<file path="src/rtl/vga_pkg.sv">
// Shared types and constants for the rectangle-fill DMA: FSM state encoding,
// pixel stride on the bus and the packed colour width helper.
package vga_pkg;

   typedef enum logic [2:0] {
      IDLE,
      SETUP,
      REQ,
      GAP,
      DONE
   } state_t;

   localparam int PIXEL_STRIDE = 4;

   function automatic int color_width(input int depth);
      return 3 * depth;
   endfunction

endpackage

</file>
<file path="src/rtl/vga_fill_addr_gen.sv">
// Raster address stepper for the fill engine. It loads the first pixel address
// and the rectangle size, then walks it pixel by pixel using additions only.
module vga_fill_addr_gen
   import vga_pkg::*;
#(
   parameter int VGA_WIDTH = 640
) (
   input  logic        clk,
   input  logic        rst,
   input  logic        load_i,
   input  logic [31:0] base_i,
   input  logic [15:0] w_i,
   input  logic [15:0] h_i,
   input  logic        step_i,
   output logic [31:0] addr_o,
   output logic        last_o
);

   localparam logic [31:0] ROW_STRIDE = 32'(PIXEL_STRIDE * VGA_WIDTH);

   logic [31:0] row_base_q, row_base_d;
   logic [31:0] addr_q, addr_d;
   logic [15:0] w_q, w_d;
   logic [15:0] col_q, col_d;
   logic [15:0] row_q, row_d;

   // col_q/row_q count the pixels remaining after the current one
   always_comb begin
      row_base_d = row_base_q;
      addr_d     = addr_q;
      w_d        = w_q;
      col_d      = col_q;
      row_d      = row_q;
      if (load_i) begin
         row_base_d = base_i;
         addr_d     = base_i;
         w_d        = w_i;
         col_d      = w_i - 16'd1;
         row_d      = h_i - 16'd1;
      end else if (step_i) begin
         if (col_q == 16'd0) begin
            row_base_d = row_base_q + ROW_STRIDE;
            addr_d     = row_base_q + ROW_STRIDE;
            col_d      = w_q - 16'd1;
            row_d      = row_q - 16'd1;
         end else begin
            addr_d = addr_q + 32'(PIXEL_STRIDE);
            col_d  = col_q - 16'd1;
         end
      end
   end

   always_ff @(posedge clk or posedge rst) begin
      if (rst) begin
         row_base_q <= '0;
         addr_q     <= '0;
         w_q        <= '0;
         col_q      <= '0;
         row_q      <= '0;
      end else begin
         row_base_q <= row_base_d;
         addr_q     <= addr_d;
         w_q        <= w_d;
         col_q      <= col_d;
         row_q      <= row_d;
      end
   end

   assign addr_o = addr_q;
   assign last_o = (col_q == 16'd0) && (row_q == 16'd0);

endmodule

</file>
<file path="src/rtl/vga_fill_dma.sv">
// Rectangle fill DMA: writes a solid colour into a linear framebuffer, one
// handshaked bus write per pixel. Define VGA_FILL_CLIP_EN to clip to the screen.
//
//   state | meaning
//   IDLE  | waiting for start_i
//   SETUP | compute first address, reject or skip empty rectangles
//   REQ   | write_request_o held until response_i or timeout
//   GAP   | one idle bus cycle between writes
//   DONE  | done_o pulse, back to IDLE
module vga_fill_dma
   import vga_pkg::*;
#(
   parameter int          VGA_WIDTH       = 640,
   parameter int          VGA_HEIGHT      = 480,
   parameter int          VGA_COLOR_DEPTH = 8,
   parameter logic [31:0] BASE_ADDR       = 32'h0000_0000,
   parameter int          TIMEOUT         = 255
) (
   input  logic                                   clk,
   input  logic                                   rst,
   input  logic                                   start_i,
   input  logic [15:0]                            x_i,
   input  logic [15:0]                            y_i,
   input  logic [15:0]                            w_i,
   input  logic [15:0]                            h_i,
   input  logic [color_width(VGA_COLOR_DEPTH)-1:0] color_i,
   output logic                                   busy_o,
   output logic                                   done_o,
   output logic                                   error_o,
   output logic [31:0]                            pixels_o,
   output logic                                   write_request_o,
   output logic                                   read_request_o,
   output logic [31:0]                            address_o,
   output logic [31:0]                            write_data_o,
   input  logic                                   response_i
);

   localparam int TW = $clog2(TIMEOUT + 1);

   state_t        state_q;
   logic [15:0]   x_q, y_q, w_q, h_q;
   logic [31:0]   data_q;
   logic [31:0]   pixels_q;
   logic [TW-1:0] timer_q;
   logic          busy_q, done_q, error_q, wr_req_q, fin_q;

   logic [16:0]   x_end, y_end;
   logic [15:0]   w_eff, h_eff;
   logic          empty, reject;
   logic [31:0]   row_base;
   logic          gen_load, gen_step, gen_last;
   logic [31:0]   gen_addr;

   always_comb begin
      x_end  = {1'b0, x_q} + {1'b0, w_q};
      y_end  = {1'b0, y_q} + {1'b0, h_q};
      w_eff  = w_q;
      h_eff  = h_q;
      reject = 1'b0;
`ifdef VGA_FILL_CLIP_EN
      if ({1'b0, x_q} >= 17'(VGA_WIDTH))       w_eff = '0;
      else if (x_end > 17'(VGA_WIDTH))         w_eff = 16'(VGA_WIDTH) - x_q;
      if ({1'b0, y_q} >= 17'(VGA_HEIGHT))      h_eff = '0;
      else if (y_end > 17'(VGA_HEIGHT))        h_eff = 16'(VGA_HEIGHT) - y_q;
`else
      reject = (x_end > 17'(VGA_WIDTH)) || (y_end > 17'(VGA_HEIGHT));
`endif
      empty    = (w_eff == 16'd0) || (h_eff == 16'd0);
      row_base = BASE_ADDR + 32'(PIXEL_STRIDE) * (32'(y_q) * 32'(VGA_WIDTH) + 32'(x_q));
   end

   // The final pixel is not stepped so the generator never walks off the rectangle
   assign gen_load = (state_q == SETUP);
   assign gen_step = (state_q == REQ) && response_i && !gen_last;

   vga_fill_addr_gen #(
      .VGA_WIDTH (VGA_WIDTH)
   ) u_addr_gen (
      .clk    (clk),
      .rst    (rst),
      .load_i (gen_load),
      .base_i (row_base),
      .w_i    (w_eff),
      .h_i    (h_eff),
      .step_i (gen_step),
      .addr_o (gen_addr),
      .last_o (gen_last)
   );

   always_ff @(posedge clk or posedge rst) begin
      if (rst) begin
         state_q  <= IDLE;
         x_q      <= '0;
         y_q      <= '0;
         w_q      <= '0;
         h_q      <= '0;
         data_q   <= '0;
         pixels_q <= '0;
         timer_q  <= '0;
         busy_q   <= 1'b0;
         done_q   <= 1'b0;
         error_q  <= 1'b0;
         wr_req_q <= 1'b0;
         fin_q    <= 1'b0;
      end else begin
         done_q <= 1'b0;
         unique case (state_q)
            IDLE: begin
               if (start_i) begin
                  x_q      <= x_i;
                  y_q      <= y_i;
                  w_q      <= w_i;
                  h_q      <= h_i;
                  data_q   <= 32'(color_i);
                  error_q  <= 1'b0;
                  pixels_q <= '0;
                  busy_q   <= 1'b1;
                  state_q  <= SETUP;
               end
            end
            SETUP: begin
               if (empty || reject) begin
                  error_q <= reject && !empty;
                  busy_q  <= 1'b0;
                  done_q  <= 1'b1;
                  state_q <= DONE;
               end else begin
                  wr_req_q <= 1'b1;
                  timer_q  <= TW'(TIMEOUT);
                  state_q  <= REQ;
               end
            end
            REQ: begin
               if (response_i) begin
                  wr_req_q <= 1'b0;
                  pixels_q <= pixels_q + 32'd1;
                  fin_q    <= gen_last;
                  state_q  <= GAP;
               end else if (timer_q == TW'(1)) begin
                  wr_req_q <= 1'b0;
                  error_q  <= 1'b1;
                  busy_q   <= 1'b0;
                  done_q   <= 1'b1;
                  state_q  <= DONE;
               end else begin
                  timer_q <= timer_q - TW'(1);
               end
            end
            GAP: begin
               if (fin_q) begin
                  busy_q  <= 1'b0;
                  done_q  <= 1'b1;
                  state_q <= DONE;
               end else begin
                  wr_req_q <= 1'b1;
                  timer_q  <= TW'(TIMEOUT);
                  state_q  <= REQ;
               end
            end
            DONE:    state_q <= IDLE;
            default: state_q <= IDLE;
         endcase
      end
   end

   assign busy_o          = busy_q;
   assign done_o          = done_q;
   assign error_o         = error_q;
   assign pixels_o        = pixels_q;
   assign write_request_o = wr_req_q;
   assign read_request_o  = 1'b0;
   assign address_o       = gen_addr;
   assign write_data_o    = data_q;

endmodule

</file>
<file path="config.mk">
export PLATFORM = sky130hd
export DESIGN_NAME = vga_fill_dma
export DESIGN_NICKNAME = d
export VERILOG_FILES = /design/src/rtl/vga_pkg.sv /design/src/rtl/vga_fill_addr_gen.sv /design/src/rtl/vga_fill_dma.sv
export SDC_FILE = /design/constraint.sdc
export NUM_CORES = 1
export LEC_CHECK = 0
export CAP_MARGIN = 20
export CORE_MARGIN = 4
export CORE_UTILIZATION = 42
export DETAILED_ROUTE_END_ITERATION = 8
export GPL_TIMING_DRIVEN = 0
export SETUP_SLACK_MARGIN = 0.3
export SLEW_MARGIN = 5
export SYNTH_ARGS = -nofsm -noshare
export SYNTH_HDL_FRONTEND = slang
export SYNTH_SLANG_ARGS = --single-unit
export TNS_END_PERCENT = 1
</file>
<file path="constraint.sdc">
create_clock -name clk -period 12 [get_ports clk]
set_clock_uncertainty 0.1 [all_clocks]
set_input_delay 3.6 -clock clk [delete_from_list [all_inputs] [get_ports clk]]
set_output_delay 3.6 -clock clk [all_outputs]
set_load 0.01 [all_outputs]
</file>
==> images/drive_strength.png <==
Scale bar: 50 um.
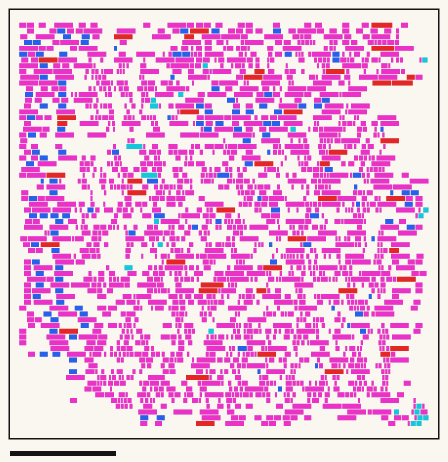
size	color	cells	share
drive 1 or less	magenta	1793	91%
drive 2	blue	124	6.3%
drive 6 and up	red	43	2.2%
drive 3 to 4	cyan	21	1.1%
number of buffers outside the clock class in the layout: 272
Final Worst Setup Slack: 5.81 ns

==> images/met4.png <==
Supply wires on this layer in gray.
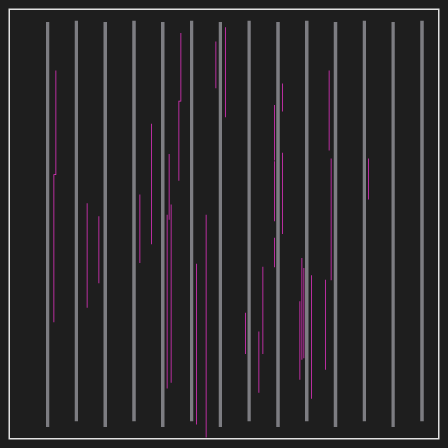
wire length on this layer	1340 um
longest straight run	105 um
main direction	vertical
share of all routed wire	2.7%
nets with wire on the layer	21
count of vias placed by the detailed router: 14200
Total Wirelength: 50000 um

==> images/final_clocks.png <==
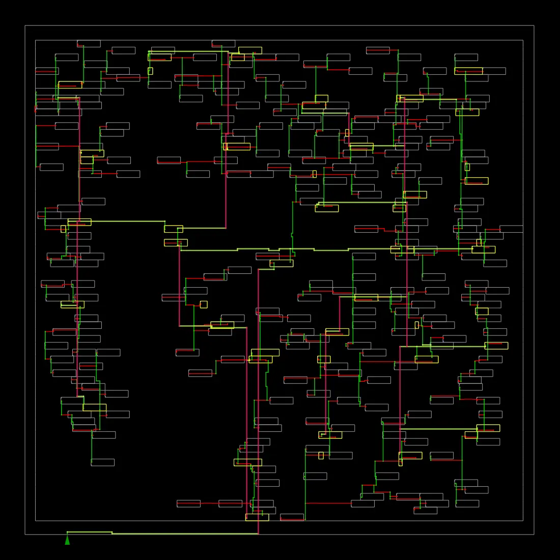
clock buffer count in the final layout: 42
TritonCTS Sinks: 245
sequential cell count: 245
total clock buffers created by CTS: 29
Late-Pin Clk Latency: 0.58 ns

==> images/clock_map.png <==
Scale bar: 50 um.
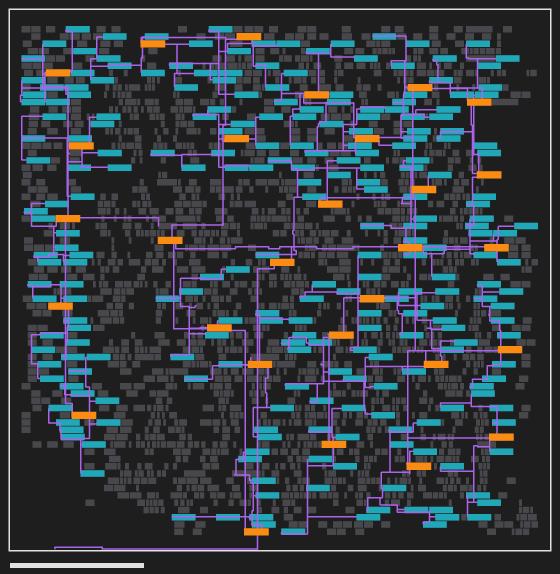
[cells driving clock nets] orange | count: 29
[flip-flops] cyan | count: 245
[clock wires] purple | length: 3740 um
routed clock nets	30
power of the clock network: 919 uW
relative contribution of the clock network to total power: 0.211

==> images/registers.png <==
Other sequential cells in the stronger gray, the rest of the logic in the fainter gray.
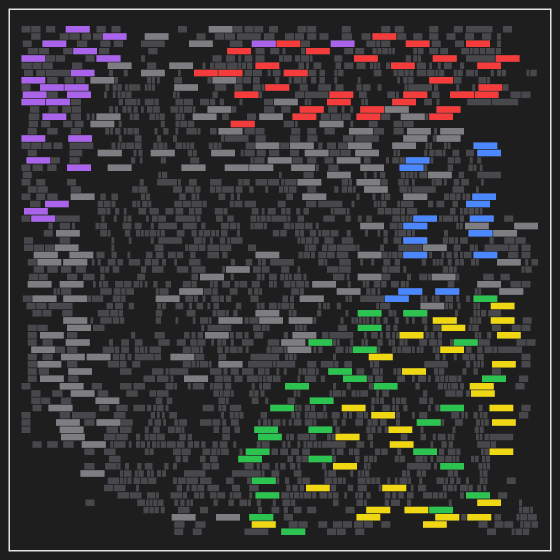
name in the netlist	color	sequential cells
pixels_o	red	32
write_data_o	purple	24
u_addr_gen.col_q	blue	16
u_addr_gen.addr_o	yellow	31
u_addr_gen.row_base_q	green	30

==> notes.md <==
Update from the flow run.

The run finished with clean final reports. The main area contributors are sky130_fd_sc_hd__dfrtp_1, sky130_fd_sc_hd__mux2_2, sky130_fd_sc_hd__ha_1, sky130_fd_sc_hd__nand2_1, sky130_fd_sc_hd__xor2_1. The switching power is between 1.5 and 2 mW.

The switching portion of total power comes to 0.421. Ranked by power, first place goes to combinational cells. Row generation in the floorplan step produced ~70 rows.

The warning tally printed by Yosys for this design is 0. The H-tree depth is 1. The power report lists cell-internal power as between 2 and 3 mW.

Yosys reported that registers with async set or reset make up 1.00. Counting flops and latches in the post-synthesis netlist gives 245. The peak clock frequency supported by timing is between 0.15 and 0.2 GHz. The finished cells cover about 19000 um^2. Power comes to approximately 4.4 mW.

The power report attributes to the combinational group a share of 0.474. The flip-flop and latch power is approximately 1.4 mW. The number of global-route vias before repair is about 14000.

The final number of hold-violating endpoints is 0. The final HPWL from detailed placement is roughly 38000 um. For this run, the number of standard cells in the final layout without fillers is about 2400. The clock-pin slew reported for the worst setup and hold paths after clock tree synthesis is 0.06 ns. Entering global routing, the biggest net connects between 100 and 150 pins.

The post-route antenna net violation count is 0. The power per cell area is between 200 and 250 nW/um^2. The headroom to the max-slew limit is 0.305.

The average vias per placed instance is around 5.8. The number of distinct standard cells referenced by the synthesized netlist is roughly 88. The script parses the final routing iteration and logs DRC violations as 0. Sorting the synthesized cells by how often they occur yields sky130_fd_sc_hd__dfrtp_1, sky130_fd_sc_hd__nand2_1, sky130_fd_sc_hd__nor2_1. As logged by OpenROAD, the buffers inserted on ports number roughly 180. In this run the post-CTS setup repair buffer count came out at 0. The class of the most critical hold timing path is reg -> reg. The dominant cell type by area after synthesis is sky130_fd_sc_hd__dfrtp_1.

The synthesis area per yosys is 15800 um^2. The data arrival time reported for the critical path is around 6.6 ns. The area fraction of the largest cell type after synthesis is 0.389. The overall fraction of global-route tracks in use is 0.237.
-- critical path, cell delays in order --
cell	delay [ns]
sky130_fd_sc_hd__clkdlybuf4s50_1	0.55
sky130_fd_sc_hd__nor4b_1	0.56
sky130_fd_sc_hd__clkbuf_1	0.56
sky130_fd_sc_hd__clkbuf_1	0.84
sky130_fd_sc_hd__mux2_2	0.42
-- cell type report --
cell class	count	area, um^2	area share
Multi-Input combinational cell	1372	9110	0.473
Inverter	40	158	0.00819
Clock buffer	42	845	0.0439
Sequential cell	245	6130	0.318
Timing Repair Buffer	186	1890	0.0982
Tap cell	468	586	0.0304
Buffer	86	393	0.0204
Clock inverter	10	143	0.00741
-- registers in the layout, summed over array words and instances, names as in the netlist --
signal,cells
u_addr_gen.row_base_q,30
pixels_o,32
u_addr_gen.w_q,16
y_q,16
write_request_o,1
state_q,3
busy_o,1
x_q,16
u_addr_gen.row_q,16
write_data_o,24
done_o,1
u_addr_gen.addr_o,31
fin_q,1
error_o,1
timer_q,8
h_eff,16
u_addr_gen.col_q,16
w_eff,16
-- layer usage --
metal / vias up / track usage / part of all wire
li1: 6738 / - / -
met1: 6890 / 0.335 / 0.45
met2: 505 / 0.381 / 0.46
met3: 69 / 0.0351 / 0.063
met4: 0 / 0.0659 / 0.027
met5: - / 0 / 0
-- path summary, 6_finish.rpt --
check	end	depth (start not counted)	slack (ns)
worst max-delay path	y_q[14]	5	5.81
worst min-delay path	u_addr_gen.row_base_q[7]	2	0.37
worst max register to register	u_addr_gen.row_q[14]	16	6.58
worst min register to register	u_addr_gen.row_base_q[7]	2	0.37
max in group asynchronous	y_q[10]	3	7.56
min in group asynchronous	pixels_o[27]	2	3.31
Power is estimated from default activity; no workload was simulated.
